[config.mk]
export PLATFORM = sky130hd
export DESIGN_NAME = axi4_lite_slave_regfile_flat
export DESIGN_NICKNAME = d
export VERILOG_FILES = /design/src/rtl/axi4_lite_slave_regfile_if.sv /design/src/rtl/axi4_lite_slave_regfile.sv /design/src/flat_wrapper.sv
export SDC_FILE = /design/constraint.sdc
export NUM_CORES = 1
export LEC_CHECK = 0
export CORE_ASPECT_RATIO = 1.4
export CORE_MARGIN = 1
export CORE_UTILIZATION = 50
export CTS_CLUSTER_SIZE = 30
export DETAILED_ROUTE_END_ITERATION = 12
export GPL_ROUTABILITY_DRIVEN = 0
export PLACE_DENSITY = 0.68
export SLEW_MARGIN = 20
export SYNTH_ARGS = -nofsm -noshare
export SYNTH_HDL_FRONTEND = slang
export SYNTH_SLANG_ARGS = --single-unit
[constraint.sdc]
create_clock -name aclk -period 4.8 [get_ports aclk]
set_input_delay 0.96 -clock aclk [delete_from_list [all_inputs] [get_ports aclk]]
set_output_delay 0.96 -clock aclk [all_outputs]
set_load 0.01 [all_outputs]
[src/rtl/axi4_lite_slave_regfile_if.sv]
// AXI4-Lite bus bundle between a master and the register-file responder.
// Signals:
//   aw: awaddr, awvalid (m->s), awready (s->m)
//   w : wdata, wstrb, wvalid (m->s), wready (s->m)
//   b : bresp, bvalid (s->m), bready (m->s)
//   ar: araddr, arvalid (m->s), arready (s->m)
//   r : rdata, rresp, rvalid (s->m), rready (m->s)
interface axi4_lite_slave_regfile_if #(
  parameter int unsigned ADDR_WIDTH = 32,
  parameter int unsigned DATA_WIDTH = 32
);
  localparam int unsigned STRB_W = DATA_WIDTH / 8;

  logic [ADDR_WIDTH-1:0] awaddr;
  logic                  awvalid;
  logic                  awready;
  logic [DATA_WIDTH-1:0] wdata;
  logic [STRB_W-1:0]     wstrb;
  logic                  wvalid;
  logic                  wready;
  logic [1:0]            bresp;
  logic                  bvalid;
  logic                  bready;
  logic [ADDR_WIDTH-1:0] araddr;
  logic                  arvalid;
  logic                  arready;
  logic [DATA_WIDTH-1:0] rdata;
  logic [1:0]            rresp;
  logic                  rvalid;
  logic                  rready;

  modport master (
    output awaddr, awvalid, wdata, wstrb, wvalid, bready, araddr, arvalid, rready,
    input  awready, wready, bresp, bvalid, arready, rdata, rresp, rvalid
  );

  modport slave (
    input  awaddr, awvalid, wdata, wstrb, wvalid, bready, araddr, arvalid, rready,
    output awready, wready, bresp, bvalid, arready, rdata, rresp, rvalid
  );
endinterface

[src/rtl/axi4_lite_slave_regfile.sv]
// AXI4-Lite responder backed by a NUM_REGS x DATA_WIDTH register file.
// Ports:
//   aclk   - clock, everything on the rising edge
//   areset - synchronous active-high reset
//   bus    - axi4_lite_slave_regfile_if.slave (AW/W/B/AR/R channels)
// Independent write and read FSMs; all outputs registered. Out-of-range word
// index answers SLVERR (reads return 0). Address bits below the byte-lane
// count are ignored.
// Optional feature: define AXI4_LITE_SLAVE_ID_REG_EN to make register 0 a
// read-only ID register returning ID_VALUE; writes to it answer SLVERR.
module axi4_lite_slave_regfile #(
  parameter int unsigned ADDR_WIDTH = 32,
  parameter int unsigned DATA_WIDTH = 32,
  parameter int unsigned NUM_REGS   = 16,
  parameter logic [31:0] ID_VALUE   = 32'hA411_0001
) (
  input logic                      aclk,
  input logic                      areset,
  axi4_lite_slave_regfile_if.slave bus
);
  localparam int unsigned STRB_W = DATA_WIDTH / 8;
  localparam int unsigned OFFS   = $clog2(STRB_W);
  localparam int unsigned IDX_W  = (NUM_REGS > 1) ? $clog2(NUM_REGS) : 1;

  typedef enum logic {StIdle, StResp} state_e;

  function automatic logic in_range(logic [ADDR_WIDTH-1:0] a);
    return (a >> OFFS) < ADDR_WIDTH'(NUM_REGS);
  endfunction

  function automatic logic [IDX_W-1:0] to_idx(logic [ADDR_WIDTH-1:0] a);
    logic [ADDR_WIDTH-1:0] w;
    w = a >> OFFS;
    return w[IDX_W-1:0];
  endfunction

  logic [DATA_WIDTH-1:0] regs [NUM_REGS];

  // Write channel state
  state_e                wstate;
  logic                  aw_got, w_got;
  logic [ADDR_WIDTH-1:0] aw_addr;
  logic [DATA_WIDTH-1:0] w_data;
  logic [STRB_W-1:0]     w_strb;
  logic                  awready_q, wready_q, bvalid_q;
  logic [1:0]            bresp_q;
  logic                  w_ok;

  // Read channel state
  state_e                rstate;
  logic                  arready_q, rvalid_q;
  logic [1:0]            rresp_q;
  logic [DATA_WIDTH-1:0] rdata_q;

  always_comb begin
    w_ok = in_range(aw_addr);
`ifdef AXI4_LITE_SLAVE_ID_REG_EN
    if (to_idx(aw_addr) == '0) w_ok = 1'b0;
`endif
  end

  always_ff @(posedge aclk) begin
    if (areset) begin
      wstate    <= StIdle;
      aw_got    <= 1'b0;
      w_got     <= 1'b0;
      aw_addr   <= '0;
      w_data    <= '0;
      w_strb    <= '0;
      awready_q <= 1'b1;
      wready_q  <= 1'b1;
      bvalid_q  <= 1'b0;
      bresp_q   <= 2'b00;
      for (int unsigned i = 0; i < NUM_REGS; i++) regs[i] <= '0;
    end else begin
      unique case (wstate)
        StIdle: begin
          if (aw_got && w_got) begin
            // Commit cycle: both halves are held, readies already low.
            if (w_ok) begin
              for (int unsigned b = 0; b < STRB_W; b++) begin
                if (w_strb[b]) regs[to_idx(aw_addr)][8*b +: 8] <= w_data[8*b +: 8];
              end
            end
            bresp_q  <= w_ok ? 2'b00 : 2'b10;
            bvalid_q <= 1'b1;
            wstate   <= StResp;
          end else begin
            if (bus.awvalid && awready_q) begin
              aw_addr   <= bus.awaddr;
              aw_got    <= 1'b1;
              awready_q <= 1'b0;
            end
            if (bus.wvalid && wready_q) begin
              w_data   <= bus.wdata;
              w_strb   <= bus.wstrb;
              w_got    <= 1'b1;
              wready_q <= 1'b0;
            end
          end
        end
        StResp: begin
          if (bus.bready) begin
            bvalid_q  <= 1'b0;
            aw_got    <= 1'b0;
            w_got     <= 1'b0;
            awready_q <= 1'b1;
            wready_q  <= 1'b1;
            wstate    <= StIdle;
          end
        end
        default: wstate <= StIdle;
      endcase
    end
  end

  // Reads sample regs before any same-edge commit lands (pre-write value).
  always_ff @(posedge aclk) begin
    if (areset) begin
      rstate    <= StIdle;
      arready_q <= 1'b1;
      rvalid_q  <= 1'b0;
      rresp_q   <= 2'b00;
      rdata_q   <= '0;
    end else begin
      unique case (rstate)
        StIdle: begin
          if (bus.arvalid && arready_q) begin
            arready_q <= 1'b0;
            rvalid_q  <= 1'b1;
            rstate    <= StResp;
            if (!in_range(bus.araddr)) begin
              rdata_q <= '0;
              rresp_q <= 2'b10;
            end
`ifdef AXI4_LITE_SLAVE_ID_REG_EN
            else if (to_idx(bus.araddr) == '0) begin
              rdata_q <= DATA_WIDTH'(ID_VALUE);
              rresp_q <= 2'b00;
            end
`endif
            else begin
              rdata_q <= regs[to_idx(bus.araddr)];
              rresp_q <= 2'b00;
            end
          end
        end
        StResp: begin
          if (bus.rready) begin
            rvalid_q  <= 1'b0;
            arready_q <= 1'b1;
            rstate    <= StIdle;
          end
        end
        default: rstate <= StIdle;
      endcase
    end
  end

  assign bus.awready = awready_q;
  assign bus.wready  = wready_q;
  assign bus.bvalid  = bvalid_q;
  assign bus.bresp   = bresp_q;
  assign bus.arready = arready_q;
  assign bus.rvalid  = rvalid_q;
  assign bus.rresp   = rresp_q;
  assign bus.rdata   = rdata_q;
endmodule
[src/flat_wrapper.sv]
// flat-port wrapper written by rule: the top's interface ports become plain ports
module axi4_lite_slave_regfile_flat 
#(
  parameter int unsigned ADDR_WIDTH = 32,
  parameter int unsigned DATA_WIDTH = 32,
  parameter int unsigned NUM_REGS   = 16,
  parameter logic [31:0] ID_VALUE   = 32'hA411_0001
)
  (aclk, areset, bus_awaddr, bus_awvalid, bus_wdata, bus_wstrb, bus_wvalid, bus_bready, bus_araddr, bus_arvalid, bus_rready, bus_awready, bus_wready, bus_bresp, bus_bvalid, bus_arready, bus_rdata, bus_rresp, bus_rvalid);
  axi4_lite_slave_regfile_if #(.ADDR_WIDTH(ADDR_WIDTH), .DATA_WIDTH(DATA_WIDTH)) bus_i ();
  input logic aclk;
  input logic areset;
  input wire logic [$bits(bus_i.awaddr)-1:0] bus_awaddr;
  input wire logic [$bits(bus_i.awvalid)-1:0] bus_awvalid;
  input wire logic [$bits(bus_i.wdata)-1:0] bus_wdata;
  input wire logic [$bits(bus_i.wstrb)-1:0] bus_wstrb;
  input wire logic [$bits(bus_i.wvalid)-1:0] bus_wvalid;
  input wire logic [$bits(bus_i.bready)-1:0] bus_bready;
  input wire logic [$bits(bus_i.araddr)-1:0] bus_araddr;
  input wire logic [$bits(bus_i.arvalid)-1:0] bus_arvalid;
  input wire logic [$bits(bus_i.rready)-1:0] bus_rready;
  output wire logic [$bits(bus_i.awready)-1:0] bus_awready;
  output wire logic [$bits(bus_i.wready)-1:0] bus_wready;
  output wire logic [$bits(bus_i.bresp)-1:0] bus_bresp;
  output wire logic [$bits(bus_i.bvalid)-1:0] bus_bvalid;
  output wire logic [$bits(bus_i.arready)-1:0] bus_arready;
  output wire logic [$bits(bus_i.rdata)-1:0] bus_rdata;
  output wire logic [$bits(bus_i.rresp)-1:0] bus_rresp;
  output wire logic [$bits(bus_i.rvalid)-1:0] bus_rvalid;
  assign bus_i.awaddr = bus_awaddr;
  assign bus_i.awvalid = bus_awvalid;
  assign bus_i.wdata = bus_wdata;
  assign bus_i.wstrb = bus_wstrb;
  assign bus_i.wvalid = bus_wvalid;
  assign bus_i.bready = bus_bready;
  assign bus_i.araddr = bus_araddr;
  assign bus_i.arvalid = bus_arvalid;
  assign bus_i.rready = bus_rready;
  assign bus_awready = bus_i.awready;
  assign bus_wready = bus_i.wready;
  assign bus_bresp = bus_i.bresp;
  assign bus_bvalid = bus_i.bvalid;
  assign bus_arready = bus_i.arready;
  assign bus_rdata = bus_i.rdata;
  assign bus_rresp = bus_i.rresp;
  assign bus_rvalid = bus_i.rvalid;
  axi4_lite_slave_regfile #(.ADDR_WIDTH(ADDR_WIDTH), .DATA_WIDTH(DATA_WIDTH), .NUM_REGS(NUM_REGS), .ID_VALUE(ID_VALUE)) u_core (.aclk(aclk), .areset(areset), .bus(bus_i));
endmodule
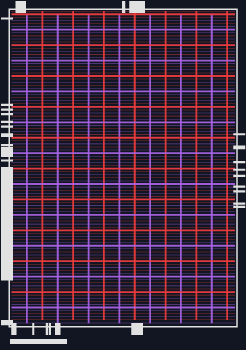
Figure 1: run 1, power grid.
Bar = 50 um. Pins as bars on the die edge.
legend:
  VSS:
    colour: purple
  VDD:
    colour: red
signal pins: 148
met5 straps: 20
CORE AREA: 54100 um^2
Die H: 278 um
Die X: 199 um

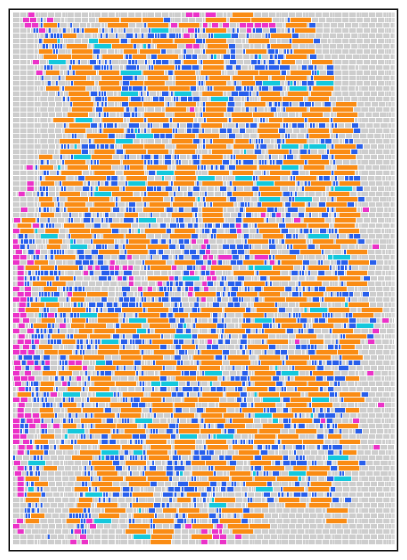
Figure 2: run 1, cells coloured by class.
Fill, decap, tap and diode cells in grey.
legend:
  remaining buffers and delay cells:
    colour: magenta
    cells: 194
  remaining logic cells:
    colour: blue
    cells: 1492
  clock drivers and dummy loads:
    colour: cyan
    cells: 108
  registers:
    colour: orange
    cells: 621
final cell area excluding filler cells: 31000 um^2
post-route core utilization: 57.2%
num rows: 101
flop share of the area: 56.7%

==> flow_summary.json, run 1 <==
{
  "worstPathArrival_ns": 3.57,
  "end_kind": "register",
  "grt.busiest_layer": "met2",
  "flop_cell": "edfxtp_1",
  "yosysWarningCount": 0,
  "path_buffers": 1,
  "placedCellCount": 3028,
  "ys_cells": 2330,
  "dr.pass1.iters": 6,
  "status": "finished clean",
  "antenna_found_initial": 0,
  "ys_sh_adder_pct": 0,
  "drt-vias-per-instance": 5.89,
  "crit_family": "simple AND/OR/NAND/NOR gates",
  "antennaDiodeCount": 0,
  "min_path_cells": 2,
  "synth_cell_types": 39,
  "synth_top_area_share_pct": 56.3,
  "slew_viol_final": 0,
  "cts_buffer_depth": 3,
  "cts_made_buffers": 57,
  "highest_layer": "met4",
  "r2r_cells": 5,
  "io_buffers": 141,
  "fmax_mhz": 319,
  "min_path_type": "register to register",
  "cp_slowest_cell": "nand4_1",
  "crit_fanout": 17,
  "wl_met3_um": 5830,
  "drc": 0,
  "fin_crit_sh_pct": 65.2,
  "ios": 148,
  "cts_hold_buffers": 0,
  "syn_inst": 2330,
  "fin_ws_ns": 1.67,
  "whs_endpoint": "u_core.aw_addr[8]$_SDFFE_PP0P_",
  "syn_area_um2": 27300,
  "synth-edff-count": 512,
  "ys_area_um2": 27300,
  "met3_usage_pct": 4.97,
  "mux_area_share_pct": 9.39,
  "cts_tree": "built",
  "clk_pin_slew_ns": 0.06,
  "top_logic_kind": "simple AND/OR/NAND/NOR gates",
  "ys.flops": 621,
  "die_area_um2": 55600,
  "area_growth_pct": 13.4,
  "simple_gate_area_share_pct": 12.8,
  "grt_pass1_wl_um": 108000,
  "use_met1_pct": 31.2,
  "synthArstFlopShare_pct": 0,
  "grt_overflow": 0,
  "use_met2_pct": 46.7,
  "slew_headroom_pct": 24.1
}
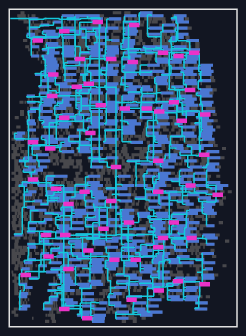
Figure 3: run 1, clock network drawn from the DEF.
legend:
  clock wires:
    colour: cyan
    length: 6800 um
  flip-flops:
    colour: blue
    count: 621
  clock-net drivers:
    colour: magenta
    count: 57
flops lie: spread over the die
routed clock nets: 58

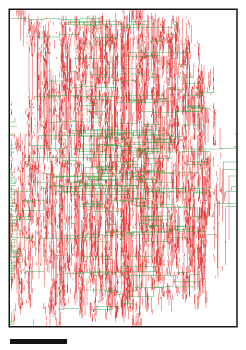
Figure 4: run 1, wiring by layer.
Bar = 50 um. Only two layers are drawn.
legend:
  M3:
    colour: green
    wire_length: 5830 um
  M2:
    colour: red
    wire_length: 37.6 mm
overall routed net length: 72700 um
post-DR wirelength/cell: 23.2 um
global-route usage over all layers: 26.4%
vias: 18.5k

[run 1: final cells by class]
type                    count  area, um^2
clock buffers              75        1610
clock inverters            33         265
fillers                  4521       23100
inverters                   3        11.3
multi-input cells        1489        8790
flip-flops and latches    621       17600
well taps                 721         902
repair buffers            194        1830
[run 1: worst max path at each step]
stage          cells after the start                       startpoint                           endpoint  slack [ns]
2_1_floorplan                      4                           areset    u_core.regs[0][0]$_SDFFCE_PN0P_        2.44
3_3_place_gp                       6                    bus_araddr[3]   u_core.bus.rdata[5]$_SDFFE_PP0P_        1.38
3_5_place_dp                       6                    bus_araddr[3]  u_core.bus.rdata[27]$_SDFFE_PP0P_        1.29
4_1_cts                            5  u_core.aw_addr[14]$_SDFFE_PP0P_  u_core.regs[14][18]$_SDFFCE_PN0P_        1.63
5_1_grt                            5  u_core.aw_addr[10]$_SDFFE_PP0P_  u_core.regs[14][18]$_SDFFCE_PN0P_        1.45
6_report                           5  u_core.aw_addr[14]$_SDFFE_PP0P_  u_core.regs[14][18]$_SDFFCE_PN0P_        1.67
[run 1: metrics by stage]
stage                     total power [mW]  hold slack, ns
final                                 11.5           0.453
after global routing                  11.8           0.470
after CTS                             11.5           0.456
after detailed placement              7.06           0.447
after global placement                7.03           0.443
after floorplan                       6.73           0.436
[run 1: state kept, by name (all words and copies together), names as in the netlist]
register,cells
u_core.bus.bresp,1
u_core.wstate,1
u_core.bus.bvalid,1
u_core.bus.arready,1
u_core.bus.rdata,32
u_core.w_data,32
u_core.bus.rresp,1
u_core.rstate,1
u_core.aw_addr,30
u_core.bus.wready,1
u_core.regs,512
u_core.w_strb,4
u_core.bus.rvalid,1
u_core.aw_got,1
u_core.w_got,1
u_core.bus.awready,1
[run 1: power by group]
group / internal [mW] / leakage, nW / switching (mW)
combinational: 0.310 / 3.77 / 0.540
sequential: 6.00 / 6.18 / 0.0960
clock: 2.57 / 0.919 / 1.97
[run 1: cells in the final DEF, fill, tap and decap left out, drive strengths merged, types with 6 or more instances in the layout]
| cell type | n |
|---|---|
| mux2i | 256 |
| nor4 | 12 |
| a21oi | 103 |
| and3 | 9 |
| and4 | 7 |
| dfxtp | 109 |
| o22ai | 32 |
| nor2b | 10 |
| buf | 57 |
| nand4 | 16 |
| o21ai | 32 |
| a41o | 16 |
| edfxtp | 512 |
| a22oi | 64 |
| nand2 | 200 |
| nor3 | 6 |
| clkbuf | 75 |
| clkdlybuf4s50 | 137 |
| clkinv | 24 |
| a31o | 16 |
| a221oi | 62 |
| a21o | 32 |
| nor2 | 588 |
[run 1: cell usage after synthesis (4+ instances only)]
master    count
nor2_1      588
edfxtp_1    512
mux2i_1     256
nand2_1     200
clkbuf_1    127
dfxtp_1     109
a21oi_1     103
buf_2        75
a22oi_1      64
a221oi_1     33
a21o_1       32
o21ai_0      32
o22ai_1      32
a221oi_2     29
a31o_2       16
a41o_1       16
nor4_1       12
nor2b_1      10
and3_1        9
nand4_1       8
nand4_2       8
and4_1        7
buf_4         6
nor3_1        6
buf_1         5
buf_6         5
nand3_1       5
a211oi_1      4
and2_1        4
Figure 5. The clock network (run 1).
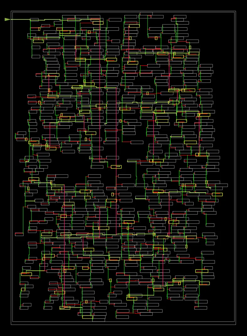

==> inputs of run 2 (changes only) <==
- PLACE_DENSITY: 0.68 -> 0.71
- clock period: 4.8 -> 2.65 ns (I/O delays scaled with it)
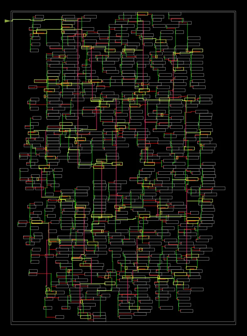
Figure 6: run 2, the clock network.
clock buffer count from CTS: 56
FFs & Latches: 621
CTS Sinks: 621
Clock Skew: 0.0270 ns
clk pwr: 8.16 mW

==> flow_summary.json, run 2 <==
{
  "grt_pass1_vias": 19000,
  "synth-edff-count": 512,
  "design_area_um2": 31600,
  "die_h_um": 278,
  "ios": 148,
  "lay_top_cells": "nor2_1, edfxtp_1, mux2i_1",
  "ys_area_um2": 27300,
  "ys.flops": 621,
  "grt_pass1_wl_um": 110000,
  "flop_cell": "edfxtp_1",
  "cp_slowest_cell": "and4_1",
  "num-fill-cells": 4422,
  "startpoint": "u_core.wstate$_SDFF_PP0_",
  "io_buffers": 141,
  "fin_util_pct": 58.5,
  "antenna_found_initial": 0,
  "crit_family": "simple AND/OR/NAND/NOR gates",
  "status": "finished clean",
  "antennaDiodeCount": 0,
  "crit_fanout": 15,
  "largest_reg_flops": 512,
  "wire_per_inst_um": 22.9,
  "worstPathCellList": "and3b_1 -> and4_1 -> and4_1 -> a21o_1",
  "wirelength_um": 73500,
  "synth_cell_types": 39,
  "cp_num_cells": 4,
  "cts_buffer_depth": 3,
  "clk_pin_slew_ns": 0.06,
  "root_buffer": "clkbuf_16",
  "dr.pass1.iters": 6,
  "end_kind": "register",
  "grtUsageTotal_pct": 26.5,
  "area_growth_pct": 15.8,
  "yosysMostFrequentCell": "nor2_1",
  "fin_crit_sh_pct": 94.6,
  "whs_endpoint": "u_core.aw_addr[20]$_SDFFE_PP0P_",
  "drt-vias-per-instance": 5.90,
  "common_cells": "nor2_1, edfxtp_1, mux2i_1, nand2_1, clkbuf_1",
  "core_area_um2": 54100,
  "syn_inst": 2330,
  "placedCellCount": 3103,
  "start_kind": "register",
  "syn_area_um2": 27300,
  "vias": 18900,
  "min_path_cells": 2,
  "synthArstFlopShare_pct": 0,
  "slew_viol_final": 0,
  "die_x_um": 199,
  "grt_overflow": 0,
  "fmax_mhz": 399,
  "synth_top_area_share_pct": 56.3,
  "ys_cells": 2330,
  "r2r_cells": 4,
  "path_buffers": 0,
  "num_rows": 101,
  "worstPathArrival_ns": 2.75,
  "post_cts_buffers": 0,
  "final_common_cell": "nor2_1",
  "top_register": "u_core.regs",
  "power_mw": 20.8,
  "cts_tree": "built",
  "die_area_um2": 55600,
  "min_path_type": "input pin to register",
  "yosysWarningCount": 0,
  "slew_headroom_pct": 38.8
}
==> run 2: cell counts after synthesis <==
No cell type changed its count.
==> run 2: stage by stage <==
step	worst slack [ns]	hold slack, ns
finish	0.143	0.405
global route	0.0276	0.428
CTS	0.161	0.403
detailed placement	0.0265	0.448
global placement	0.0624	0.443
floorplan	0.670	0.436
==> run 2: how the worst max path moves through the flow <==
| stage | to | slack, ns |
|---|---|---|
| after floorplan | u_core.regs[10][10]$_SDFFCE_PN0P_ | 0.67 |
| after global placement | u_core.bus.rdata[17]$_SDFFE_PP0P_ | 0.06 |
| after detailed placement | u_core.bus.rdata[17]$_SDFFE_PP0P_ | 0.03 |
| after CTS | u_core.regs[0][18]$_SDFFCE_PN0P_ | 0.16 |
| after global routing | u_core.regs[10][21]$_SDFFCE_PN0P_ | 0.03 |
| final | u_core.regs[0][28]$_SDFFCE_PN0P_ | 0.14 |
==> run 2: power breakdown <==
part | switching [mW] | internal [mW]
registers | 0.144 | 10.9
logic | 1.01 | 0.625
clock network | 3.48 | 4.67
==> run 2: cell families after synthesis <==
group                  after synthesis  share of synthesized area [%]
other                                1                         0.0137
buffers and inverters              221                           3.60
AOI/OAI and AO/OA                  365                           9.84
DFF                                621                           64.3
muxes                              256                           9.39
and+or+nand+nor                    866                           12.8
==> run 2: routing by layer <==
metal | GRT usage [%] | share of wire, % | vias up | wire [um]
met5 | 0 | 0 | - | 0
met4 | 12.5 | 4.8 | 0 | 3550
met3 | 3.21 | 7.1 | 189 | 5230
met2 | 47.3 | 52 | 871 | 38200
met1 | 31.5 | 36 | 9241 | 26500
li1 | - | - | 8605 | -
==> run 2: area by class of cell <==
type                       count  area, um^2  share of cell area (%)
clock buffer                  78        1590                    5.04
clock inverter                25         249                   0.787
multi-input combinational   1489        8780                    27.8
tap                          721         902                    2.85
sequential                   621       17600                    55.5
inverter                       3        11.3                  0.0356
timing repair buffer         269        2530                    8.00
==> run 2: worst reg2reg max path: stages (launching register included) <==
cell and delay (ns):
dfxtp_1 0.37, and3b_1 0.31, and4_1 0.50, and4_1 0.53, a21o_1 0.44
==> inputs of run 3 (changes only) <==
- ABC_CLOCK_PERIOD_IN_PS: not set -> 2650
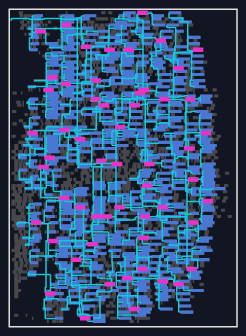
Figure 7: run 3, clock network drawn from the DEF.
legend:
  clock wires:
    colour: cyan
    length: 6540 um
  clock-net drivers:
    colour: magenta
    count: 56
  flip-flops:
    colour: blue
    count: 621
routed clock nets: 57
clock network power share: 39.2%
clock latency on the worst-skew pair: 0.60 ns

==> flow_summary.json, run 3 <==
{
  "status": "finished clean",
  "p_int_mw": 16.2,
  "end_kind": "register",
  "power_mw": 20.8,
  "grtUsageTotal_pct": 26.5,
  "post_cts_resized": 0,
  "fin_util_pct": 58.5,
  "root_buffer": "clkbuf_16",
  "yosysMostFrequentCell": "nor2_1",
  "crit_fanout": 15,
  "syn_inst": 2330,
  "num_rows": 101,
  "grt_pass1_vias": 19000,
  "fmax_mhz": 399,
  "wire_per_inst_um": 22.9,
  "cts_tree": "built",
  "ff2ff_setup_slack_ns": 0.14,
  "clk_pin_slew_ns": 0.06,
  "slew_headroom_pct": 38.8,
  "p_seq_share_pct": 53.0,
  "slew_viol_final": 0,
  "power_frac_comb_pct": 7.8,
  "fin_crit_sh_pct": 94.6,
  "ys.flops": 621,
  "drtIter0Drc": 1857,
  "yosysWarningCount": 0,
  "lay_top_cells": "nor2_1, edfxtp_1, mux2i_1",
  "cts_buffer_depth": 3,
  "grt_overflow": 0,
  "worstPathCellList": "and3b_1 -> and4_1 -> and4_1 -> a21o_1",
  "ys_cells": 2330,
  "min_path_type": "input pin to register",
  "grt.busiest_layer": "met2",
  "dr.pass1.iters": 6,
  "flop_cell": "edfxtp_1",
  "ios": 148,
  "core_area_um2": 54100,
  "final_common_cell": "nor2_1",
  "crit_family": "simple AND/OR/NAND/NOR gates",
  "combGateArea_um2": 8780,
  "syn_area_um2": 27300,
  "top_register": "u_core.regs",
  "start_kind": "register",
  "fin_skew_ns": 0.0270,
  "wirelength_um": 73500,
  "r2r_cells": 4,
  "io_buffers": 141,
  "die_area_um2": 55600,
  "largest_reg_flops": 512,
  "cts_hold_buffers": 0,
  "die_x_um": 199,
  "whs_endpoint": "u_core.aw_addr[20]$_SDFFE_PP0P_",
  "met3_usage_pct": 3.21,
  "switchingPower_mw": 4.64,
  "area_growth_pct": 15.8,
  "use_met1_pct": 31.5,
  "cp_slowest_cell": "and4_1",
  "grt_pass1_wl_um": 110000,
  "antenna_found_initial": 0,
  "antennaDiodeCount": 0,
  "flop_area_um2": 17600,
  "vias": 18900,
  "p_sw_share_pct": 22.3,
  "min_path_cells": 2,
  "synthArstFlopShare_pct": 0,
  "synth-edff-count": 512,
  "drt-vias-per-instance": 5.90,
  "worstPathArrival_ns": 2.75,
  "common_cells": "nor2_1, edfxtp_1, mux2i_1, nand2_1, clkbuf_1",
  "die_h_um": 278,
  "cts_made_buffers": 56,
  "post_cts_buffers": 0,
  "synth_cell_types": 39,
  "use_met2_pct": 47.3,
  "ys_area_um2": 27300,
  "synth_top_area_share_pct": 56.3,
  "vdd_drop_max_mv": 0.572,
  "path_buffers": 0,
  "cts.sinks": 621
}
[run 3: cell counts after synthesis]
Identical to the previous run, type by type.
[run 3: routing by layer]
metal  wire, um  up-vias
li1           -     8605
met1      26500     9241
met2      38200      871
met3       5230      189
met4       3550        0
met5          0        -
[run 3: kinds of logic (layout without fill, tap and decap cells)]
group,after synthesis,in the layout,synth area share (%)
DFF,621,621,64.3
and+or+nand+nor,866,866,12.8
muxes,256,256,9.39
other,1,2,0.0137
buffers and inverters,221,375,3.60
AOI/OAI and AO/OA,365,365,9.84
[run 3: worst max path at each step]
stage	startpoint	to	slack, ns	cells past startpoint
2_1_floorplan	u_core.wstate$_SDFF_PP0_	u_core.regs[10][10]$_SDFFCE_PN0P_	0.67	7
3_3_place_gp	bus_araddr[3]	u_core.bus.rdata[17]$_SDFFE_PP0P_	0.06	5
3_5_place_dp	bus_araddr[3]	u_core.bus.rdata[17]$_SDFFE_PP0P_	0.03	5
4_1_cts	u_core.wstate$_SDFF_PP0_	u_core.regs[0][18]$_SDFFCE_PN0P_	0.16	4
5_1_grt	u_core.aw_addr[19]$_SDFFE_PP0P_	u_core.regs[10][21]$_SDFFCE_PN0P_	0.03	5
6_report	u_core.wstate$_SDFF_PP0_	u_core.regs[0][28]$_SDFFCE_PN0P_	0.14	4
[run 3: power groups by stage]
stage          Combinational (mW)  Sequential [mW]  Clock, mW
4_1_cts                      1.63             11.0       8.20
3_3_place_gp                 1.59             11.2          0
2_1_floorplan                1.01             11.2          0
5_1_grt                      1.75             11.0       8.54
3_5_place_dp                 1.63             11.2          0
6_report                     1.63             11.0       8.16
[run 3: worst reg2reg max path: stages, from the launching register on]
cell and delay [ns]:
dfxtp_1 0.37, and3b_1 0.31, and4_1 0.50, and4_1 0.53, a21o_1 0.44
[run 3: area by class of cell]
cell class                      count  share of cell area (%)
Sequential cell                   621                    55.5
Multi-Input combinational cell   1489                    27.8
Timing Repair Buffer              269                    8.00
Clock buffer                       78                    5.04
Tap cell                          721                    2.85
Clock inverter                     25                   0.787
Inverter                            3                  0.0356
[run 3: metrics by stage]
| step | hold slack [ns] | setup WS (ns) | cell area, um^2 |
|---|---|---|---|
| final | 0.405 | 0.143 | 31600 |
| after global routing | 0.428 | 0.0276 | 31600 |
| after CTS | 0.403 | 0.161 | 31600 |
| after detailed placement | 0.448 | 0.0265 | 29800 |
| after global placement | 0.443 | 0.0624 | 29800 |
| after floorplan | 0.436 | 0.670 | 27300 |
Power figures rest on the tool's default switching activity, not on a simulated workload.
